### config.mk
export PLATFORM = sky130hd
export DESIGN_NAME = mem_port_arbiter_flat
export DESIGN_NICKNAME = d
export VERILOG_FILES = /design/src/rtl/mem_port_arbiter_if.sv /design/src/rtl/mem_port_arbiter.sv /design/src/flat_wrapper.sv
export SDC_FILE = /design/constraint.sdc
export NUM_CORES = 1
export LEC_CHECK = 0
export CORE_MARGIN = 3
export CORE_UTILIZATION = 44
export DETAILED_ROUTE_END_ITERATION = 8
export PLACE_DENSITY = 0.86
export SLEW_MARGIN = 40
export SYNTH_ARGS = -nofsm -noshare
export SYNTH_HDL_FRONTEND = slang
export SYNTH_SLANG_ARGS = --single-unit
export TNS_END_PERCENT = 5
### constraint.sdc
create_clock -name clk -period 5 [get_ports clk]
set_input_delay 0.5 -clock clk [delete_from_list [all_inputs] [get_ports clk]]
set_output_delay 0.5 -clock clk [all_outputs]
set_load 0.1 [all_outputs]
### src/rtl/mem_port_arbiter_if.sv
// Fetch, load/store and memory-side handshake bundle around mem_port_arbiter.
// The arbiter takes the slave view; the requesters and the memory take the master view.
interface mem_port_arbiter_if #(
  parameter int AW = 32
);
  logic          i_req;
  logic [AW-1:0] i_addr;
  logic          i_done;
  logic [31:0]   i_rdata;

  logic          d_req;
  logic          d_we;
  logic [AW-1:0] d_addr;
  logic [31:0]   d_wdata;
  logic [3:0]    d_wstrb;
  logic          d_done;
  logic [31:0]   d_rdata;

  logic          m_req;
  logic          m_we;
  logic [AW-1:0] m_addr;
  logic [31:0]   m_wdata;
  logic [3:0]    m_wstrb;
  logic          m_gnt;
  logic          m_rvalid;
  logic [31:0]   m_rdata;

  modport slave (
    input  i_req, i_addr, d_req, d_we, d_addr, d_wdata, d_wstrb,
    input  m_gnt, m_rvalid, m_rdata,
    output i_done, i_rdata, d_done, d_rdata,
    output m_req, m_we, m_addr, m_wdata, m_wstrb
  );

  modport master (
    output i_req, i_addr, d_req, d_we, d_addr, d_wdata, d_wstrb,
    output m_gnt, m_rvalid, m_rdata,
    input  i_done, i_rdata, d_done, d_rdata,
    input  m_req, m_we, m_addr, m_wdata, m_wstrb
  );
endinterface

### src/rtl/mem_port_arbiter.sv
// Single-outstanding fetch/exec arbiter for the one memory port; MEM_ARB_RR_EN selects round-robin over data-first priority.
// Latency 3 cycles request-to-done (4 per transaction); requesters hold until done, memory stalls via m_gnt, WAIT timeout is fatal.
module mem_port_arbiter #(
  parameter int AW             = 32,
  parameter int TIMEOUT_CYCLES = 16
) (
  input  logic                clk,
  input  logic                rst_n,
  mem_port_arbiter_if.slave   bus,
  output logic                err
);

  typedef enum logic [2:0] {
    S_IDLE,
    S_ISSUE,
    S_WAIT,
    S_RESP,
    S_ERROR
  } state_t;

  localparam logic [7:0] TO_LAST = 8'(TIMEOUT_CYCLES - 1);

  state_t        state_q, state_d;
  logic          owner_q, owner_d;   // 1 = data, 0 = fetch
  logic          we_q, we_d;
  logic [AW-1:0] addr_q, addr_d;
  logic [31:0]   wdata_q, wdata_d;
  logic [3:0]    wstrb_q, wstrb_d;
  logic [7:0]    cnt_q, cnt_d;
  logic [31:0]   i_rdata_q, i_rdata_d;
  logic [31:0]   d_rdata_q, d_rdata_d;
  logic          pick_data;

`ifdef MEM_ARB_RR_EN
  logic last_q, last_d;              // last owner, 1 = data

  // The requester that did not own the previous transaction wins a tie.
  assign pick_data = bus.d_req & (~bus.i_req | ~last_q);

  always_ff @(posedge clk or negedge rst_n) begin
    if (!rst_n) begin
      last_q <= 1'b0;
    end else begin
      last_q <= last_d;
    end
  end
`else
  assign pick_data = bus.d_req;
`endif

  always_ff @(posedge clk or negedge rst_n) begin
    if (!rst_n) begin
      state_q   <= S_IDLE;
      owner_q   <= 1'b0;
      we_q      <= 1'b0;
      addr_q    <= '0;
      wdata_q   <= '0;
      wstrb_q   <= '0;
      cnt_q     <= '0;
      i_rdata_q <= '0;
      d_rdata_q <= '0;
    end else begin
      state_q   <= state_d;
      owner_q   <= owner_d;
      we_q      <= we_d;
      addr_q    <= addr_d;
      wdata_q   <= wdata_d;
      wstrb_q   <= wstrb_d;
      cnt_q     <= cnt_d;
      i_rdata_q <= i_rdata_d;
      d_rdata_q <= d_rdata_d;
    end
  end

  always_comb begin
    state_d   = state_q;
    owner_d   = owner_q;
    we_d      = we_q;
    addr_d    = addr_q;
    wdata_d   = wdata_q;
    wstrb_d   = wstrb_q;
    cnt_d     = cnt_q;
    i_rdata_d = i_rdata_q;
    d_rdata_d = d_rdata_q;
`ifdef MEM_ARB_RR_EN
    last_d    = last_q;
`endif
    unique case (state_q)
      S_IDLE: begin
        if (bus.i_req || bus.d_req) begin
          state_d = S_ISSUE;
          owner_d = pick_data;
          if (pick_data) begin
            we_d    = bus.d_we;
            addr_d  = bus.d_addr;
            wdata_d = bus.d_wdata;
            wstrb_d = bus.d_we ? bus.d_wstrb : 4'b0000;
          end else begin
            we_d    = 1'b0;
            addr_d  = bus.i_addr;
            wdata_d = '0;
            wstrb_d = 4'b0000;
          end
        end
      end
      S_ISSUE: begin
        if (bus.m_gnt) begin
          cnt_d   = '0;
          state_d = S_WAIT;
        end
      end
      S_WAIT: begin
        if (bus.m_rvalid) begin
          state_d = S_RESP;
          if (owner_q) begin
            d_rdata_d = bus.m_rdata;
          end else begin
            i_rdata_d = bus.m_rdata;
          end
`ifdef MEM_ARB_RR_EN
          last_d = owner_q;
`endif
        end else if (cnt_q == TO_LAST) begin
          state_d = S_ERROR;
        end else begin
          cnt_d = cnt_q + 8'd1;
        end
      end
      // Done is visible for this one cycle; IDLE follows so a stale request is never re-granted.
      S_RESP:  state_d = S_IDLE;
      S_ERROR: state_d = S_ERROR;
      default: state_d = S_IDLE;
    endcase
  end

  always_comb begin
    bus.m_req  = (state_q == S_ISSUE);
    bus.i_done = (state_q == S_RESP) && !owner_q;
    bus.d_done = (state_q == S_RESP) && owner_q;
    err        = (state_q == S_ERROR);
  end

  assign bus.m_we    = we_q;
  assign bus.m_addr  = addr_q;
  assign bus.m_wdata = wdata_q;
  assign bus.m_wstrb = wstrb_q;
  assign bus.i_rdata = i_rdata_q;
  assign bus.d_rdata = d_rdata_q;

endmodule

### src/flat_wrapper.sv
// flat-port wrapper written by rule: the top's interface ports become plain ports
module mem_port_arbiter_flat 
#(
  parameter int AW             = 32,
  parameter int TIMEOUT_CYCLES = 16
)
  (clk, rst_n, err, bus_i_req, bus_i_addr, bus_d_req, bus_d_we, bus_d_addr, bus_d_wdata, bus_d_wstrb, bus_m_gnt, bus_m_rvalid, bus_m_rdata, bus_i_done, bus_i_rdata, bus_d_done, bus_d_rdata, bus_m_req, bus_m_we, bus_m_addr, bus_m_wdata, bus_m_wstrb);
  mem_port_arbiter_if #(.AW(AW)) bus_i ();
  input  logic clk;
  input  logic rst_n;
  output logic err;
  input wire logic [$bits(bus_i.i_req)-1:0] bus_i_req;
  input wire logic [$bits(bus_i.i_addr)-1:0] bus_i_addr;
  input wire logic [$bits(bus_i.d_req)-1:0] bus_d_req;
  input wire logic [$bits(bus_i.d_we)-1:0] bus_d_we;
  input wire logic [$bits(bus_i.d_addr)-1:0] bus_d_addr;
  input wire logic [$bits(bus_i.d_wdata)-1:0] bus_d_wdata;
  input wire logic [$bits(bus_i.d_wstrb)-1:0] bus_d_wstrb;
  input wire logic [$bits(bus_i.m_gnt)-1:0] bus_m_gnt;
  input wire logic [$bits(bus_i.m_rvalid)-1:0] bus_m_rvalid;
  input wire logic [$bits(bus_i.m_rdata)-1:0] bus_m_rdata;
  output wire logic [$bits(bus_i.i_done)-1:0] bus_i_done;
  output wire logic [$bits(bus_i.i_rdata)-1:0] bus_i_rdata;
  output wire logic [$bits(bus_i.d_done)-1:0] bus_d_done;
  output wire logic [$bits(bus_i.d_rdata)-1:0] bus_d_rdata;
  output wire logic [$bits(bus_i.m_req)-1:0] bus_m_req;
  output wire logic [$bits(bus_i.m_we)-1:0] bus_m_we;
  output wire logic [$bits(bus_i.m_addr)-1:0] bus_m_addr;
  output wire logic [$bits(bus_i.m_wdata)-1:0] bus_m_wdata;
  output wire logic [$bits(bus_i.m_wstrb)-1:0] bus_m_wstrb;
  assign bus_i.i_req = bus_i_req;
  assign bus_i.i_addr = bus_i_addr;
  assign bus_i.d_req = bus_d_req;
  assign bus_i.d_we = bus_d_we;
  assign bus_i.d_addr = bus_d_addr;
  assign bus_i.d_wdata = bus_d_wdata;
  assign bus_i.d_wstrb = bus_d_wstrb;
  assign bus_i.m_gnt = bus_m_gnt;
  assign bus_i.m_rvalid = bus_m_rvalid;
  assign bus_i.m_rdata = bus_m_rdata;
  assign bus_i_done = bus_i.i_done;
  assign bus_i_rdata = bus_i.i_rdata;
  assign bus_d_done = bus_i.d_done;
  assign bus_d_rdata = bus_i.d_rdata;
  assign bus_m_req = bus_i.m_req;
  assign bus_m_we = bus_i.m_we;
  assign bus_m_addr = bus_i.m_addr;
  assign bus_m_wdata = bus_i.m_wdata;
  assign bus_m_wstrb = bus_i.m_wstrb;
  mem_port_arbiter #(.AW(AW), .TIMEOUT_CYCLES(TIMEOUT_CYCLES)) u_core (.clk(clk), .rst_n(rst_n), .bus(bus_i), .err(err));
endmodule
Figure 1. Routed metal, one colour a layer (run 1).
Only two layers are drawn.
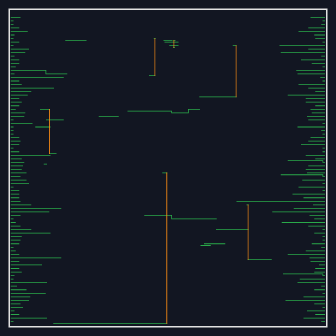
Key: metal 4 = orange [wire length 133 um]; metal 3 = green [wire length 1210 um]
DR vias: 4507
global router's overall resource usage: 0.2105

Figure 2. Placed standard cells (run 1).
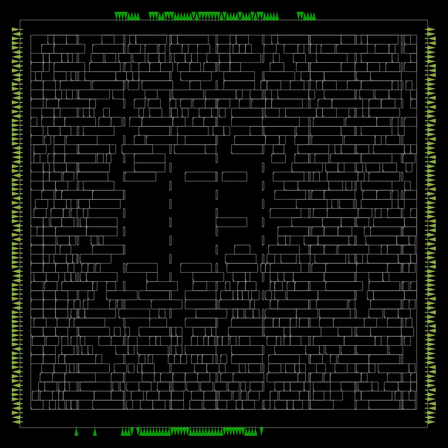
register share of the cell area: 0.4160
number of fill cells: 949
final core utilization: 0.6801
FFs & Latches: 145
area of the placeable core: 0.01282 mm2

==> results.sh, run 1 <==
# physical design summary
export IMPL_status="finished, final reports clean"
export IMPL_critical_path_n_buffers_inverters=1
export IMPL_drv_cap=0
export IMPL_critPathLaunch="u_core.state_q[0]$_DFFE_PN0P_"
export IMPL_numPlacedInstances=858
export IMPL_fin_setup_tns_ps=0
export IMPL_design_portCount=276
export IMPL_slowest_stage="sky130_fd_sc_hd__nor3b_4"
export IMPL_gpl_final_weighted_congestion=0.7542
export IMPL_reg2reg_slack_ps=2660
export IMPL_synth_largest_area_cell="sky130_fd_sc_hd__dfrtp_1"
export IMPL_yosysUniqueCellTypes=42
export IMPL_cts_hold_fix_buffers=0
export IMPL_finalClockPeriodUsage=0.4686
export IMPL_clk_pin_slew_ps=60
export IMPL_ys_sh_adder=0.002133
export IMPL_worst_endpoint_required_ps=5280
export IMPL_vias_in_the_first_global_route=4785
export IMPL_edff_count_synth=0
export IMPL_syn_to_final_growth_pct=48.67
export IMPL_finalNonFillerCells=890
export IMPL_rsz0062_at_grt="no"
export IMPL_clock_latency_ps=410
export IMPL_warnings=26
export IMPL_max_slew_headroom=0.5322
export IMPL_hold_violations=0
export IMPL_synth_seq_area_share=0.6185
export IMPL_proportion_of_layout_cells_with_a_drive_suffix_above_1=0.2618
export IMPL_synth_cellmix_compoundShare=0.1066
export IMPL_final_report_max_slew_violation_count=0
export IMPL_insertedDiodeCount=0
export IMPL_yosysCellCount=435
export IMPL_cpPeakStageDelay_ps=530
export IMPL_path_cells="nor3b_4 -> nand2_1 -> nor2_4 -> buf_8 -> mux2_1"
export IMPL_synth_async_sr_flop_share=1.000
export IMPL_antenna_violations_before_repair=0
export IMPL_cts_tree="yes"
export IMPL_critical_path_top_delay_family="simple AND/OR/NAND/NOR gates"
export IMPL_global_route_wire_length_before_repair_mm=24.56
export IMPL_worst_setup_path_end_kind="flop"
export IMPL_start_kind="flop"
export IMPL_xor_area_frac=0
export IMPL_layout_min_cycle_time_ps=2343
export IMPL_synth_seq_cells=145
export IMPL_fin_area_mm2=0.008722
export IMPL_worst_clock_skew_ps=7.523
export IMPL_post_dp_area_mm2=0.008093
export IMPL_worst_setup_path_category="reg2reg"
export IMPL_number_of_nets_with_antenna_violations_after_routing=0
export IMPL_yosys_stat_area_mm2=0.005867
export IMPL_final_setup_worst_slack_ps=2657
export IMPL_post_synth_and_or_nand_nor_area_fraction=0.06227
export IMPL_wl_per_cell_um=17.26
export IMPL_timing_critical_path_depth=5
export IMPL_cts_resized=0
export IMPL_drtPass1Iterations=4
export IMPL_port_buffers=275
export IMPL_ctsHtreeMaxLevel=4
export IMPL_ys_dominant_reg_cell="sky130_fd_sc_hd__dfrtp_1"
export IMPL_cts_inserted_buffers=17
export IMPL_maxClockFrequency_mhz=426.8
export IMPL_finalSetupViolCount=0
export IMPL_final_nets=845
export IMPL_hold_path_class="in2async"
export IMPL_synth_logic_top_family="multiplexers"
export IMPL_postRouteWirelength_mm=15.36
export IMPL_die_area_mm2=0.01476
export IMPL_post_place_ws_ps=2414
export IMPL_final_hold_worst_slack_ps=128.2
export IMPL_mux_share=0.1808
export IMPL_dp_final_hpwl_mm=11.46
export IMPL_synth_area_top_cells="sky130_fd_sc_hd__dfrtp_1 (62%), sky130_fd_sc_hd__mux2_1 (12%), sky130_fd_sc_hd__mux2i_1 (5.8%)"
export IMPL_drt_drc=0
export IMPL_ctsRootBufferMaster="sky130_fd_sc_hd__clkbuf_16"
export IMPL_reg2reg_to="u_core.bus.i_rdata[15]$_DFFE_PN0P_"
export IMPL_r2r_start="u_core.state_q[0]$_DFFE_PN0P_"
export IMPL_most_popular_library_cell_in_the_synthesized_design_by_count="sky130_fd_sc_hd__dfrtp_1"
export IMPL_worst_setup_path_endpoint="u_core.bus.i_rdata[15]$_DFFE_PN0P_"
export IMPL_worst_endpoint_arrival_ps=2620
export IMPL_synthDominantCellAreaShare=0.6185
export IMPL_total_number_of_clock_tree_sinks=145
Figure 3. Clock network drawn from the DEF (run 1).
Bar = 20 um.
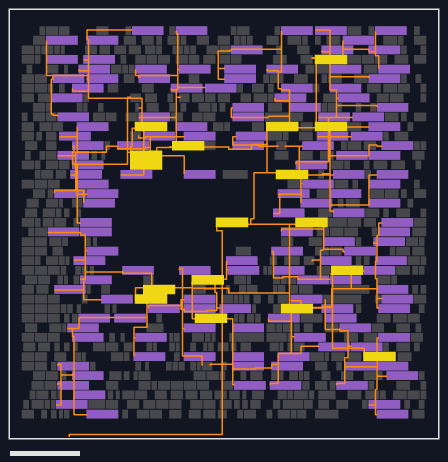
Key: clock wires = orange [length 1650 um]; flip-flops = purple [count 145]; clock drivers = yellow [count 17]
There are 18 routed clock nets.

run 1: layout make-up:
| type | instances | area [um2] |
|---|---|---|
| Multi-Input combinational cell | 255 | 2083 |
| Clock buffer | 19 | 442.9 |
| Inverter | 4 | 15.01 |
| Sequential cell | 145 | 3628 |
| Timing Repair Buffer | 282 | 2161 |
| Tap cell | 172 | 215.2 |
| Fill cell | 949 | 4103 |
| Clock inverter | 13 | 176.4 |
run 1: cells in the final DEF, fill, tap and decap left out, types with 3 or more instances in the layout:
cell type                         instances
sky130_fd_sc_hd__mux2_1                  60
sky130_fd_sc_hd__inv_1                    4
sky130_fd_sc_hd__clkdlybuf4s50_1        136
sky130_fd_sc_hd__clkinv_4                 5
sky130_fd_sc_hd__a32o_1                   4
sky130_fd_sc_hd__mux2i_1                 34
sky130_fd_sc_hd__nor3_1                   3
sky130_fd_sc_hd__o21ai_0                 34
sky130_fd_sc_hd__a21oi_1                  3
sky130_fd_sc_hd__buf_2                  137
sky130_fd_sc_hd__buf_4                    5
sky130_fd_sc_hd__nand3_1                  4
sky130_fd_sc_hd__nand2_1                 40
sky130_fd_sc_hd__inv_6                    3
sky130_fd_sc_hd__mux2_2                   4
sky130_fd_sc_hd__a31oi_1                  6
sky130_fd_sc_hd__dfrtp_1                145
sky130_fd_sc_hd__bufinv_16                3
sky130_fd_sc_hd__a22o_1                  33
sky130_fd_sc_hd__clkbuf_16               17
run 1: routing by layer:
layer | vias up | track usage | part of all wire
met5 | - | 0 | 0
met4 | 0 | 0.05672 | 0.0086
met3 | 13 | 0.05874 | 0.079
met2 | 212 | 0.3579 | 0.50
met1 | 2159 | 0.2646 | 0.41
li1 | 2123 | - | -
Figure 4. Placement by cell class (run 1).
Bar = 20 um.
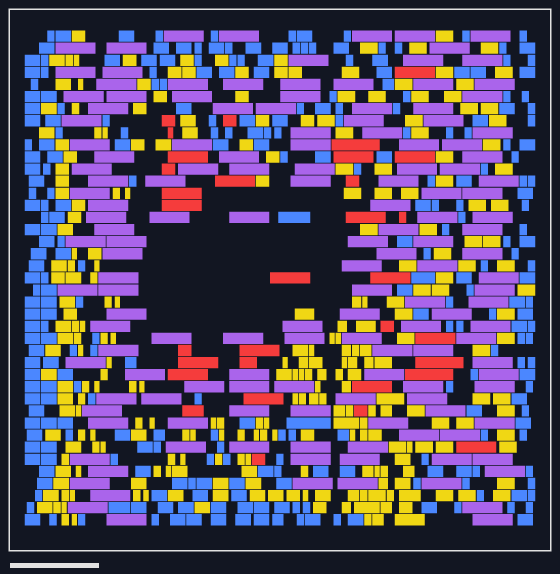

## Run 2: what changed since run 1
Settings changed: CORE_UTILIZATION 44 to 41, PLACE_DENSITY 0.86 to 0.81.
Clock period 5 ns to 2.3 ns, I/O delays scaled along.
Figure 5. Placement by cell class (run 2).
Bar = 50 um.
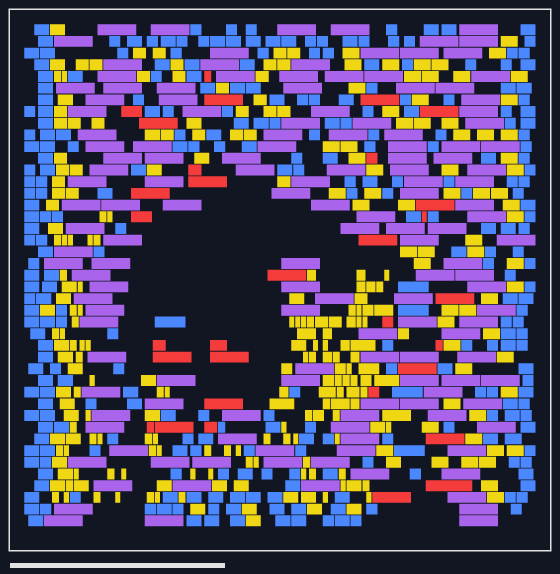
Key: clock drivers and dummy loads = red [cells 31, share of their area 6.4%]; combinational and other logic = yellow [cells 259, share of their area 24%]; sequential cells = purple [cells 145, share of their area 41%]; remaining buffers and delay cells = blue [cells 286, share of their area 29%]

==> run 2 against run 1 <==
Critical path type unchanged. Maximum frequency up 20%. Clock skew increased by 3.9 ps. Setup slack worse by 2300 ps. Register-to-register slack got worse by 2300 ps. Critical path depth is 1 lower. Sequential share of layout area decreased by 1.6 points.
==> results.sh, run 2 <==
# physical design summary
export IMPL_status="finished, final reports clean"
export IMPL_cts_tree="yes"
export IMPL_worst_clock_skew_ps=11.41
export IMPL_yosys_warnings=0
export IMPL_hold_violations=0
export IMPL_vias_in_the_first_global_route=4725
export IMPL_final_setup_worst_slack_ps=352.2
export IMPL_clock_latency_ps=420
export IMPL_critical_path_n_buffers_inverters=0
export IMPL_yosysCellCount=435
export IMPL_die_height_um=125.6
export IMPL_most_popular_library_cell_in_the_synthesized_design_by_count="sky130_fd_sc_hd__dfrtp_1"
export IMPL_final_layout_top_logic_cell="sky130_fd_sc_hd__dfrtp_1"
export IMPL_cts_post_setup_buffers_inserted=0
export IMPL_met2_wirelength_mm=7.884
export IMPL_yosysUniqueCellTypes=42
export IMPL_die_area_mm2=0.01578
export IMPL_wirelength_met1_mm=6.249
export IMPL_slowest_stage="sky130_fd_sc_hd__or4b_4"
export IMPL_critical_path_top_delay_family="simple AND/OR/NAND/NOR gates"
export IMPL_synth_largest_area_cell="sky130_fd_sc_hd__dfrtp_1"
export IMPL_cts_hold_fix_buffers=1
export IMPL_cts_inserted_buffers=17
export IMPL_synth_seq_area_share=0.6185
export IMPL_cts_root_to_sink_buffers=2
export IMPL_synth_area_per_cell_um2=13.49
export IMPL_number_of_nets_with_antenna_violations_after_routing=0
export IMPL_warnings=27
export IMPL_synth_top_cells_by_count="sky130_fd_sc_hd__dfrtp_1 (145), sky130_fd_sc_hd__mux2_1 (60), sky130_fd_sc_hd__nand2_1 (40)"
export IMPL_cts_resized=0
export IMPL_syn_nets=575
export IMPL_design_portCount=276
export IMPL_edff_count_synth=0
export IMPL_maxClockFrequency_mhz=513.4
export IMPL_core_region_area_mm2=0.01393
export IMPL_drtPass1Iterations=4
export IMPL_post_place_ws_ps=245.6
export IMPL_dr_vias=4580
export IMPL_final_hold_worst_slack_ps=274.4
export IMPL_final_nets=849
export IMPL_yosys_stat_area_mm2=0.005867
export IMPL_path_cells="or4b_4 -> a21oi_4 -> nand2b_1 -> mux2i_1"
export IMPL_worst_endpoint_arrival_ps=2280
export IMPL_syn_inst=435
export IMPL_worst_setup_path_category="reg2reg"
export IMPL_detailedRoute_firstIterationViolations=259
export IMPL_grt_start_max_net_pins=95
export IMPL_fin_util=0.6510
export IMPL_syn_to_final_growth_pct=54.62
export IMPL_grt_usage=0.2001
export IMPL_die_width_um=125.6
export IMPL_grt_ovfl_total=0
export IMPL_reg2reg_slack_ps=350
export IMPL_routed_top_layer="met4"
export IMPL_drt_drc=0
export IMPL_numPlacedInstances=869
export IMPL_proportion_of_layout_cells_with_a_drive_suffix_above_1=0.2663
export IMPL_finalSetupViolCount=0
export IMPL_layout_min_cycle_time_ps=1948
export IMPL_initial_core_util=0.4210
export IMPL_ctsHtreeMaxLevel=4
export IMPL_postRouteWirelength_mm=15.57
export IMPL_vias_per_cell=5.083
export IMPL_finalClockPeriodUsage=0.8469
export IMPL_max_slew_headroom=0.5024
export IMPL_synth_async_sr_flop_share=1.000
export IMPL_worst_slew_pin_tran_ps=743.6
export IMPL_area_of_the_mapped_netlist_mm2=0.005867
export IMPL_cp_max_fo=12
export IMPL_wl_per_cell_um=17.28
export IMPL_fin_setup_tns_ps=0
export IMPL_synthDominantCellAreaShare=0.6185
export IMPL_reg2reg_to="u_core.cnt_q[1]$_DFFE_PN0P_"
export IMPL_worst_endpoint_required_ps=2630
export IMPL_antenna_violations_before_repair=0
export IMPL_hold_path_class="in2async"
export IMPL_ctsRootBufferMaster="sky130_fd_sc_hd__clkbuf_16"
export IMPL_synth_area_top_cells="sky130_fd_sc_hd__dfrtp_1 (62%), sky130_fd_sc_hd__mux2_1 (12%), sky130_fd_sc_hd__mux2i_1 (5.8%)"
export IMPL_post_dp_area_mm2=0.008499
export IMPL_finalNonFillerCells=901
export IMPL_rsz0062_at_grt="no"
export IMPL_global_route_wire_length_before_repair_mm=25.10
export IMPL_floorplan_rows=43
export IMPL_fin_area_mm2=0.009071
export IMPL_final_report_max_slew_violation_count=0
export IMPL_met3_length_mm=1.180
export IMPL_insertedDiodeCount=0
export IMPL_drv_cap=0
export IMPL_ff2ff_path_depth=4
export IMPL_synth_seq_cells=145
export IMPL_dp_final_hpwl_mm=11.77
export IMPL_r2r_start="u_core.state_q[0]$_DFFE_PN0P_"
export IMPL_clk_pin_slew_ps=60
export IMPL_port_buffers=275
export IMPL_cpPeakStageDelay_ps=620
export IMPL_ys_dominant_reg_cell="sky130_fd_sc_hd__dfrtp_1"
export IMPL_worst_setup_path_end_kind="flop"
export IMPL_start_kind="flop"
export IMPL_gpl_final_weighted_congestion=0.8409
export IMPL_layout_top_cells_excl_fill_tap="sky130_fd_sc_hd__dfrtp_1 (145), sky130_fd_sc_hd__buf_4 (142), sky130_fd_sc_hd__clkdlybuf4s50_1 (136)"
export IMPL_total_number_of_clock_tree_sinks=145
Figure 6. Floorplan with the power grid (run 2).
Bar = 50 um. Pins as bars on the die edge.
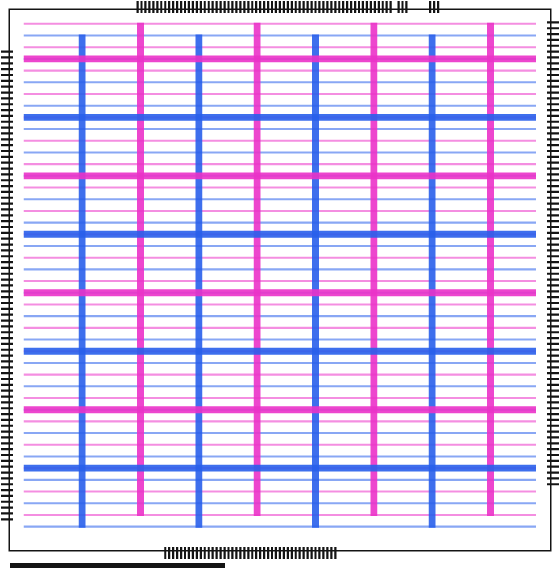
Key: VSS = blue; VDD = magenta
8 straps on met4. 276 signal pins sit on the boundary. 8 straps on met5. The core has 43 rows.

## run 2: worst max-delay path by stage
stage                                  start                           endpoint  slack (ps)  cells past startpoint
6_report       u_core.state_q[0]$_DFFE_PN0P_        u_core.cnt_q[1]$_DFFE_PN0P_         350                      4
5_1_grt        u_core.state_q[0]$_DFFE_PN0P_  u_core.bus.m_addr[24]$_DFFE_PN0P_         240                      4
4_1_cts        u_core.state_q[0]$_DFFE_PN0P_        u_core.cnt_q[1]$_DFFE_PN0P_         360                      4
3_5_place_dp                    bus_m_rvalid        u_core.cnt_q[1]$_DFFE_PN0P_         250                      5
3_3_place_gp                    bus_m_rvalid        u_core.cnt_q[1]$_DFFE_PN0P_         330                      5
2_1_floorplan  u_core.state_q[0]$_DFFE_PN0P_                          bus_m_req        -710                      2
## run 2: per-layer routing
metal  vias to the layer above  track usage
met2                       212       0.3417
met1                      2233       0.2409
met5                         -            0
met3                        19      0.06319
met4                         0      0.06696
li1                       2116            -
## run 2: cells by family (layout without fill, tap and decap cells)
kind of cell / count (synthesis) / in the layout / synth area share
adders and majority gates: 1 / 1 / 0.002132
muxes: 98 / 98 / 0.1808
and+or+nand+nor: 67 / 67 / 0.06227
DFF: 145 / 145 / 0.6185
AOI/OAI and AO/OA: 89 / 89 / 0.1066
buffers and inverters: 35 / 321 / 0.02964
## run 2: area by class of cell
type / count / area (um2)
Inverter: 4 / 15.01
Fill cell: 1063 / 4863
Clock buffer: 20 / 456.7
Multi-Input combinational cell: 255 / 2087
Sequential cell: 145 / 3628
Tap cell: 180 / 225.2
Clock inverter: 11 / 105.1
Timing Repair Buffer: 286 / 2554
